File: config.mk
export PLATFORM = sky130hd
export DESIGN_NAME = byte_serializer
export DESIGN_NICKNAME = d
export VERILOG_FILES = /design/src/rtl/byte_serializer_pkg.sv /design/src/rtl/word_hold_reg.sv /design/src/rtl/byte_serializer.sv
export SDC_FILE = /design/constraint.sdc
export NUM_CORES = 1
export LEC_CHECK = 0
export ABC_AREA = 1
export CAP_MARGIN = 10
export CELL_PAD_IN_SITES_DETAIL_PLACEMENT = 1
export CELL_PAD_IN_SITES_GLOBAL_PLACEMENT = 2
export CORE_ASPECT_RATIO = 1.25
export CORE_MARGIN = 2
export CORE_UTILIZATION = 29
export DETAILED_ROUTE_END_ITERATION = 7
export MAX_ROUTING_LAYER = met4
export PLACE_DENSITY_LB_ADDON = 0.1
export SLEW_MARGIN = 20
export SYNTH_ARGS = -nofsm -noshare
export SYNTH_HDL_FRONTEND = slang
export SYNTH_SLANG_ARGS = --single-unit
export TNS_END_PERCENT = 50
File: constraint.sdc
create_clock -name clk -period 2 [get_ports clk]
set_clock_uncertainty 0.2 [all_clocks]
set_input_delay 0.2 -clock clk [delete_from_list [all_inputs] [get_ports clk]]
set_output_delay 0.2 -clock clk [all_outputs]
set_load 0.05 [all_outputs]
File: src/rtl/byte_serializer_pkg.sv
// byte_serializer_pkg: shared state type and default width for the byte serializer
package byte_serializer_pkg;
  typedef enum logic {IDLE, SHIFT} state_t;
  localparam int DEFAULT_DATA_W = 8;
endpackage

File: src/rtl/word_hold_reg.sv
// word_hold_reg: one-entry word buffer with full flag; a load wins over a same-edge take
module word_hold_reg
  import byte_serializer_pkg::*;
#(
  parameter int W = DEFAULT_DATA_W
) (
  input  logic         clk,
  input  logic         n_rst,
  input  logic         load,
  input  logic         take,
  input  logic [W-1:0] d,
  output logic [W-1:0] q,
  output logic         full
);
  always_ff @(posedge clk or negedge n_rst)
    if (!n_rst) begin
      q    <= '0;
      full <= 1'b0;
    end else begin
      if (load) q <= d;
      full <= load | (full & ~take);
    end
endmodule

File: src/rtl/byte_serializer.sv
// byte_serializer: parallel-to-serial converter with a one-word hold buffer for gapless streaming
module byte_serializer
  import byte_serializer_pkg::*;
#(
  parameter int DATA_W    = DEFAULT_DATA_W,
  parameter bit MSB_FIRST = 1'b1
) (
  input  logic              clk,
  input  logic              n_rst,
  input  logic [DATA_W-1:0] data_in,
  input  logic              data_valid,
  output logic              data_ready,
  output logic              stream_out,
  output logic              stream_valid,
  output logic              frame_done
);
  localparam int CW = $clog2(DATA_W);
  state_t            state, state_nx;
  logic [DATA_W-1:0] shift_reg, hold_q;
  logic [CW-1:0]     bit_cnt;
  logic              hold_full, take;
  assign data_ready = ~hold_full;
  word_hold_reg #(.W(DATA_W)) u_hold (
    .clk  (clk),
    .n_rst(n_rst),
    .load (data_valid & data_ready),
    .take (take),
    .d    (data_in),
    .q    (hold_q),
    .full (hold_full)
  );
  always_comb begin
    state_nx     = state;
    take         = 1'b0;
    frame_done   = 1'b0;
    stream_valid = state == SHIFT;
    stream_out   = stream_valid & (MSB_FIRST ? shift_reg[DATA_W-1] : shift_reg[0]);
    if (state == IDLE || bit_cnt == '0) begin
      frame_done = state == SHIFT;
      take       = hold_full;
      state_nx   = hold_full ? SHIFT : IDLE;
    end
  end
  always_ff @(posedge clk or negedge n_rst)
    if (!n_rst) begin
      state     <= IDLE;
      shift_reg <= '0;
      bit_cnt   <= '0;
    end else begin
      state <= state_nx;
      if (take) begin
        shift_reg <= hold_q;
        bit_cnt   <= CW'(DATA_W - 1);
      end else if (state == SHIFT) begin
        shift_reg <= MSB_FIRST ? {shift_reg[DATA_W-2:0], 1'b0} : {1'b0, shift_reg[DATA_W-1:1]};
        if (bit_cnt != '0) bit_cnt <= bit_cnt - 1'b1;
      end
    end
endmodule

A small window of the routed layout:
Window x 32 to 52, y 42 to 62 µm. Cells in grey, sequential cells in the stronger grey; small squares are vias.
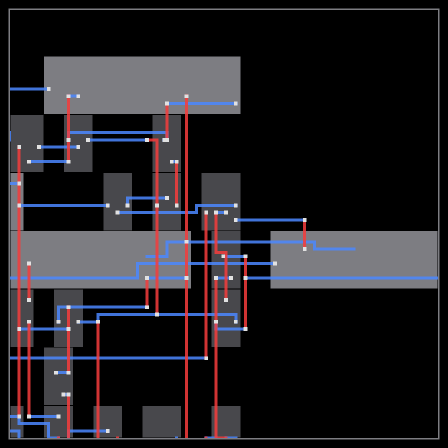
| layer | colour |
|---|---|
| M2 | red |
| M1 | blue |
sequential cells in the window: 3
most frequent: nand2_1 (5)
cells with their middle in the window: 18
netlist names of flops here include: `shift_reg` (3)

I/O nets highlighted:
Drawn at 6 px/µm.
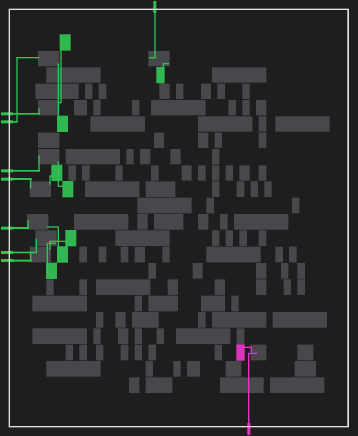
| port | colour | bits | direction | edge | end cells | buffers | wire |
|---|---|---|---|---|---|---|---|
| `data_in` | green | 8 | input | 7 left, 1 top | 8 | 8 | 99.8 µm |
| `stream_out` | magenta | 1 | output | bottom | 1 | 1 | 15.4 µm |
Port Buffers: 14
IO Count: 15

==> results.ini <==
[synth]
ys_top_logic_family=simple AND/OR/NAND/NOR gates
fp_nets=135
ys_area_um2=989.7
xor_share_pct=0
ys_cells=122

[setup_path]
timing.rr.start=bit_cnt[0]$_DFFE_PN0P_
r2r-end=shift_reg[2]$_DFFE_PN0P_
end_kind=flop
cp_slowest_cell=dfrtp_1
critPathMaxStageDelay_ns=0.37

[timing]
finalSetupTns_ns=0
finalSetupViolCount=0
finalCriticalPeriod_ns=1.777
worst_pin_slew_ns=0.3967
period_used_pct=88.86
max_freq_mhz=562.7
fin_ws_ns=0.2228

[grt]
grt-ovfl-total=0

[layout]
seq_share_pct=43.66
largest_class=flip-flops and latches
final_cells=173
clkbuf_count=4

[power_and_ir_drop]
finalPower_mw=1.748
p_leak_nw=0.6122
ir_drop_mv=0.6069
power_frac_seq_pct=41.8

[cts]
ctsHoldBuffers=0
cts.sinks=21
ctsResizeCount=0

[outcome]
outcome=finished clean

[die]
die_area_mm2=0.003899
fp.dieH_um=69.32

[routing]
vias=794
drt_iter0_markers=12

[hold_path]
hold_class=in -> async

[run]
drv_cap=0

[placement]
placed_cell_area_mm2=0.001159

==> Yosys cell counts <==
library cell	count	area [µm²]
o21ai_1	1	5.000
inv_2	1	3.750
o21ai_0	2	10.01
a21oi_1	1	5.000
buf_6	2	22.52
ha_1	2	25.02
nand2_1	38	142.6
nand2_2	2	12.51
nand3_1	23	115.1
nor2_1	8	30.03
nor2_4	1	11.26
buf_4	1	7.510
inv_1	17	63.81
buf_2	2	10.01
dfrtp_1	21	525.5
==> routing by layer <==
metal	global-route usage, %	vias to the layer above	share of wire [%]
li1	-	400	-
met1	14.34	381	45
met2	21.57	11	51
met3	2.425	2	2.9
met4	5.556	0	1.2
met5	-	-	0
==> worst max-delay path: cells and delay by family (launching register included) <==
kind          cells  cell delay (ns)
simple gates      4             0.63
fa+ha+maj         2             0.32
buf+inv           2             0.14
flops             1             0.37
